File: src/rtl/regfile_mp.sv
// Multi-read-port, dual-write-port register file with registered reads, hardwired x0,
// write-to-read bypass and a per-register pending scoreboard for load-use detection.

module regfile_mp_rdport #(
  parameter int DATAWIDTH = 32,
  parameter int ADDRWIDTH = 5
) (
  input  logic                 clk,
  input  logic                 rst,
  input  logic [ADDRWIDTH-1:0] addr,
  input  logic [DATAWIDTH-1:0] stored,
  input  logic                 busy_nxt,
  input  logic                 wr0_en,
  input  logic [ADDRWIDTH-1:0] wr0_addr,
  input  logic [DATAWIDTH-1:0] wr0_data,
  input  logic                 wr1_en,
  input  logic [ADDRWIDTH-1:0] wr1_addr,
  input  logic [DATAWIDTH-1:0] wr1_data,
  output logic [DATAWIDTH-1:0] data,
  output logic                 busy
);
  logic [DATAWIDTH-1:0] data_nxt;

  // wr0 outranks wr1 so the bypass agrees with what the array ends up holding
  always_comb begin
    data_nxt = stored;
    if (addr == '0)                           data_nxt = '0;
    else if (wr0_en && (wr0_addr == addr))    data_nxt = wr0_data;
    else if (wr1_en && (wr1_addr == addr))    data_nxt = wr1_data;
  end

  always_ff @(posedge clk or posedge rst) begin
    if (rst) begin
      data <= '0;
      busy <= 1'b0;
    end else begin
      data <= data_nxt;
      busy <= busy_nxt;
    end
  end
endmodule

module regfile_mp #(
  parameter int DATAWIDTH = 32,
  parameter int ADDRWIDTH = 5,
  parameter int NREAD     = 2
) (
  input  logic                       clk,
  input  logic                       rst,
  input  logic [NREAD*ADDRWIDTH-1:0] rd_addr,
  output logic [NREAD*DATAWIDTH-1:0] rd_data,
  output logic [NREAD-1:0]           rd_busy,
  input  logic                       wr0_en,
  input  logic [ADDRWIDTH-1:0]       wr0_addr,
  input  logic [DATAWIDTH-1:0]       wr0_data,
  input  logic                       wr1_en,
  input  logic [ADDRWIDTH-1:0]       wr1_addr,
  input  logic [DATAWIDTH-1:0]       wr1_data,
  input  logic                       sb_set_en,
  input  logic [ADDRWIDTH-1:0]       sb_set_addr,
  output logic [ADDRWIDTH:0]         pending_count
);
  localparam int NUM_REGS = 2**ADDRWIDTH;

  logic [NUM_REGS-1:0][DATAWIDTH-1:0] regs;
  logic [NUM_REGS-1:0]                pending, pending_nxt, clr1, set;
  logic [ADDRWIDTH:0]                 cnt_nxt;

  always_comb begin
    clr1 = '0;
    set  = '0;
    if (wr1_en)    clr1[wr1_addr]    = 1'b1;
    if (sb_set_en) set[sb_set_addr]  = 1'b1;
    pending_nxt    = (pending & ~clr1) | set;
    pending_nxt[0] = 1'b0;
  end

  always_comb begin
    cnt_nxt = '0;
    for (int i = 0; i < NUM_REGS; i++)
      cnt_nxt = cnt_nxt + {{ADDRWIDTH{1'b0}}, pending_nxt[i]};
  end

  // wr0 is applied last so it wins a same-address collision
  always_ff @(posedge clk or posedge rst) begin
    if (rst) begin
      regs <= '0;
    end else begin
      if (wr1_en && (wr1_addr != '0)) regs[wr1_addr] <= wr1_data;
      if (wr0_en && (wr0_addr != '0)) regs[wr0_addr] <= wr0_data;
    end
  end

  always_ff @(posedge clk or posedge rst) begin
    if (rst) begin
      pending       <= '0;
      pending_count <= '0;
    end else begin
      pending       <= pending_nxt;
      pending_count <= cnt_nxt;
    end
  end

  for (genvar k = 0; k < NREAD; k++) begin : g_rd
    regfile_mp_rdport #(.DATAWIDTH(DATAWIDTH), .ADDRWIDTH(ADDRWIDTH)) u_rd (
      .clk      (clk),
      .rst      (rst),
      .addr     (rd_addr[k*ADDRWIDTH +: ADDRWIDTH]),
      .stored   (regs[rd_addr[k*ADDRWIDTH +: ADDRWIDTH]]),
      .busy_nxt (pending_nxt[rd_addr[k*ADDRWIDTH +: ADDRWIDTH]]),
      .wr0_en   (wr0_en),
      .wr0_addr (wr0_addr),
      .wr0_data (wr0_data),
      .wr1_en   (wr1_en),
      .wr1_addr (wr1_addr),
      .wr1_data (wr1_data),
      .data     (rd_data[k*DATAWIDTH +: DATAWIDTH]),
      .busy     (rd_busy[k])
    );
  end
endmodule

File: config.mk
export PLATFORM = sky130hd
export DESIGN_NAME = regfile_mp
export DESIGN_NICKNAME = d
export VERILOG_FILES = /design/src/rtl/regfile_mp.sv
export SDC_FILE = /design/constraint.sdc
export NUM_CORES = 2
export LEC_CHECK = 0
export CAP_MARGIN = 10
export CELL_PAD_IN_SITES_DETAIL_PLACEMENT = 1
export CELL_PAD_IN_SITES_GLOBAL_PLACEMENT = 1
export CORE_ASPECT_RATIO = 1.1
export CORE_MARGIN = 5
export CORE_UTILIZATION = 45
export CTS_BUF_LIST = sky130_fd_sc_hd__clkbuf_8
export DETAILED_ROUTE_END_ITERATION = 16
export PLACE_DENSITY = 0.76
export SLEW_MARGIN = 20
export SYNTH_ARGS = -nofsm -noshare
export SYNTH_HDL_FRONTEND = slang
export SYNTH_HIERARCHICAL = 1
export SYNTH_SLANG_ARGS = --single-unit
File: constraint.sdc
create_clock -name clk -period 95.5 [get_ports clk]
set_input_delay 19.1 -clock clk [delete_from_list [all_inputs] [get_ports clk]]
set_output_delay 19.1 -clock clk [all_outputs]
set_load 0.05 [all_outputs]
Cell area per tile:
Drawn at 0.5 px/um. The die is cut into 19 by 21 equal tiles; dark purple is low, yellow is high, 0 to 100% covered.
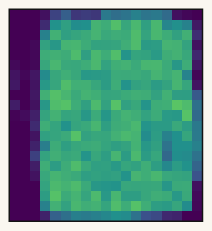
mean over tiles	46%
fullest tile	73%
nearly empty tiles	13%
final design utilization: 50.1%
Starting Density: 45.4%
placeable core region: 0.152 sq mm

Sequential cells grouped by signal name:
Drawn at 1 px/um.
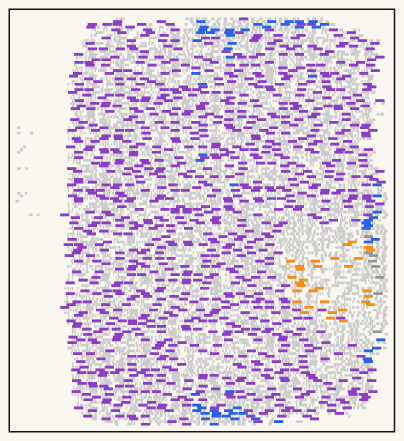
netlist name	colour	sequential cells
regs	purple	1024
pending	orange	31
g_rd.u_rd/data	blue	64
not coloured	8
footprint of the flip-flops and latches: 0.0282 sq mm
seq pwr: 0.000707 W
Seq/total area: 37.0%

==> results.rst <==
Synthesis and place-and-route
=============================

.. list-table::
   :header-rows: 1

   * - Metric
     - Value
   * - Final-stage net count
     - approximately 6500
   * - Most frequent logic cell in the layout
     - sky130_fd_sc_hd__nand2_1
   * - Syn avg cell area
     - 10.4 sq um
   * - Fraction of registers with async set or reset after synthesis
     - 100%
   * - Path class of the lowest-slack min-delay path
     - flop to flop
   * - Crit Reg-Reg Startpoint
     - pending[18]
   * - Post-synthesis instance area
     - 0.0691 sq mm
   * - Kind of critical path
     - input port to flop
   * - Switching power as a share of total power
     - 36.3%
   * - Number of gates on the worst path with buffers counted
     - 18
   * - End of the worst register-to-register path
     - pending_count[4]
   * - Placement Rows
     - 150
   * - Power consumption
     - 0.00180 W
   * - Max-Cap Viols
     - 0
   * - Number of synthesized register bits
     - 1127
   * - Chip Footprint
     - 0.162 sq mm
   * - Main logic family
     - multiplexers
   * - Clk root buf
     - sky130_fd_sc_hd__clkbuf_8
   * - HPWL after detailed placement
     - ~180000 um
   * - Final TNS setup
     - 0 ns
   * - Vias
     - 65200
   * - Top area contributor share
     - between 40% and 50%
   * - Die width
     - about 380 um
   * - Clock tree from TritonCTS
     - done
   * - Number of H-tree branching levels
     - 4
   * - Final Hold Violating Endpoints
     - 0
   * - Post-synth top flop
     - sky130_fd_sc_hd__dfrtp_1
   * - Period utilisation layout
     - 27.0%
   * - Top cells by instance count after synthesis
     - sky130_fd_sc_hd__nand2_1, sky130_fd_sc_hd__dfrtp_1, sky130_fd_sc_hd__mux4_2
   * - Gate count of the mapped netlist
     - 6654
   * - LEAKAGE
     - 32.4 nW
   * - Achievable frequency
     - 0.0387 GHz
   * - Tap cell count
     - between 2000 and 2500
   * - Leading cell types in the layout, fill and taps excluded
     - sky130_fd_sc_hd__nand2_1, sky130_fd_sc_hd__dfrtp_1, sky130_fd_sc_hd__mux4_2, sky130_fd_sc_hd__o21ai_0, sky130_fd_sc_hd__nor2_1
   * - Clock buf/inv share
     - 5.18%
   * - Most frequently used cell type in the post-synthesis netlist
     - sky130_fd_sc_hd__nand2_1
   * - Measured slew at the worst slew-check pin
     - 1.44 ns
   * - Start point of the worst min-delay path
     - regs[1]
   * - Wire length of the first global-routing pass
     - roughly 480000 um
   * - Yosys stat area
     - 0.0691 sq mm
   * - Setup slack of the most critical reg-to-reg path
     - 90.32 ns
   * - Register ranked first by flip-flop count
     - regs
   * - Number of warnings issued by yosys
     - 6
   * - Cell internal power dissipation
     - 0.00115 W
   * - Footprint of the multi-input gates
     - 0.0380 sq mm
   * - Met2 Wirelength
     - 141000 um
   * - Non-Filler Instances
     - 8642
   * - Post-route cell area
     - between 0.07 and 0.08 sq mm
   * - Data arrival time of the critical path
     - 26.73 ns
   * - Smallest hold slack
     - approximately 0.39 ns
   * - Smallest setup slack after layout
     - between 60 and 70 ns
   * - Comb power
     - around 0.00063 W
   * - Max reg flops
     - 1024
   * - Instance area after placement
     - just over 0.07 sq mm
   * - Fraction of power consumed by the clock network
     - 25.9%
   * - Critical path's slowest cell
     - sky130_fd_sc_hd__clkdlybuf4s50_1
   * - Inverter count of the layout excluding clock inverters
     - 51
   * - Number of distinct library cells after synthesis
     - roughly 75
   * - Flip-flops
     - 1127
   * - Largest power group
     - registers
   * - Vias in the first global route
     - 65300
   * - Violation count after the first detailed-route iteration
     - 11200
   * - Combinational cell fraction of total power
     - a little over a third
   * - Clock transition at the registers of the reported paths
     - 0.06 ns
   * - Hold path depth
     - 0
   * - Number of diodes
     - 33
   * - Global-route track usage on met1
     - roughly 51%
   * - Area fraction in compound gates after synthesis
     - 13.9%
   * - Required @ worst endpoint
     - 96.41 ns
   * - Top cell family by delay on the critical path
     - adder cells
   * - Proportion of cell area occupied by multi-input gates
     - 49.8%
   * - Unrepaired setup endpoints after global routing
     - no
   * - Main area contributors
     - sky130_fd_sc_hd__dfrtp_1, sky130_fd_sc_hd__mux4_2, sky130_fd_sc_hd__nand2_1, sky130_fd_sc_hd__mux2i_1, sky130_fd_sc_hd__o21ai_0
   * - XOR/XNOR Area Share
     - 0.291%
   * - Number of enable flip-flop cells
     - 0
   * - Type of element capturing the critical path
     - flop
   * - Result of the run
     - completed
   * - Pins Over Slew Limit
     - 0
   * - Number of instances in the placed design
     - roughly 8300
   * - Post-synthesis simple-gate area fraction
     - 12.0%
   * - Quantity of gates resized following cts
     - 0
   * - Number of inserted filler cells in the final layout
     - 16400
   * - Initial antenna violation count
     - 27
   * - Worst VDD drop
     - ~52 uV
   * - Setup Slack @ Placement
     - 68.76 ns
   * - Global routing met3 resource utilization
     - 17.8%
   * - Global-route usage over all layers
     - 41.3%
   * - Post-synthesis adder-cell area fraction
     - 0.793%
   * - Cell accounting for the most synthesized area
     - sky130_fd_sc_hd__dfrtp_1
   * - Number of buffers outside the clock class in the layout
     - around 360
   * - CTS hold repair buffers
     - 0
   * - End of the critical path
     - pending_count[4]
   * - Ordered list of cells on the worst path
     - clkdlybuf4s50_1 -> nor2b_1 -> nand2_4 -> a22oi_2 -> fa_1 -> fa_1 -> fa_1 -> fa_1 -> fa_1 -> inv_1 -> fa_1 -> inv_1 -> fa_1 -> inv_1 -> fa_1 -> a21o_1 -> a21oi_1 -> xnor2_1
   * - Maximum cell stage delay along the critical path
     - ~1 ns
   * - Final wirelength
     - 341000 um
   * - Met3 routed wirelength
     - 53500 um
   * - Number of OpenROAD warnings
     - about 55
   * - Headroom to the max-slew limit
     - 4.06%
   * - Via density per instance
     - 7.55
   * - Number of buffers and inverters on the critical path
     - 4
   * - Switching power
     - approximately 0.00065 W
   * - Share of post-route cells with drive strength above 1
     - about a fifth
   * - Global placer's final weighted congestion
     - 0.928
   * - Number of failing setup endpoints in the final timing report
     - 0
   * - Category of the worst setup path launch point
     - input port
   * - Residual overflow from global routing
     - 0
   * - Reg2Reg Depth
     - 17
   * - Registers with the most flip-flops
     - regs x1024, g_rd.u_rd/data x64, pending x31
   * - Share of total power in sequential cells
     - 39.3%
   * - Sequential-to-total area share from yosys stat
     - approximately two fifths
Port wiring:
Drawn at 1 px/um.
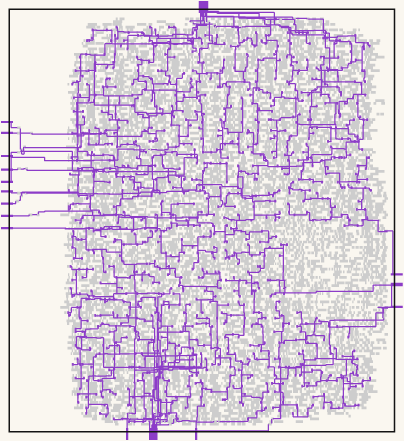
port	colour	bits	direction	edge	end cells	wire
wr0_data	purple	32	input	10 bottom, 9 left, 9 top, 4 right	1056	16500 um
number of buffers inserted by port buffering: 165
I/O pin cnt: 166

The clock network:
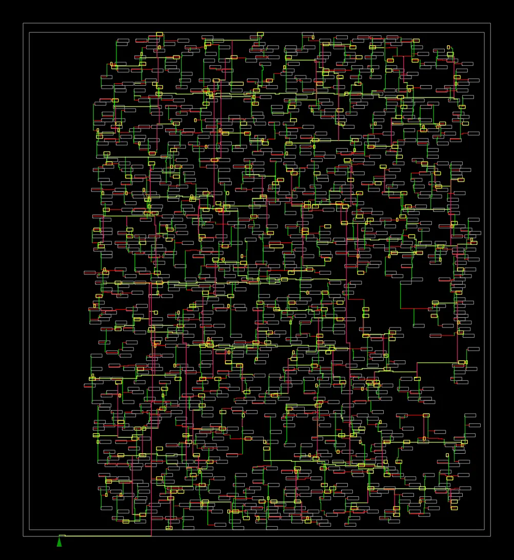
post-route clock skew: 0.0308 ns
clock distribution power: 0.000466 W
clock sink total: 1127
clock latency on the worst-skew pair: 1.01 ns

Power figures rest on the tool's default switching activity, not on a simulated workload.
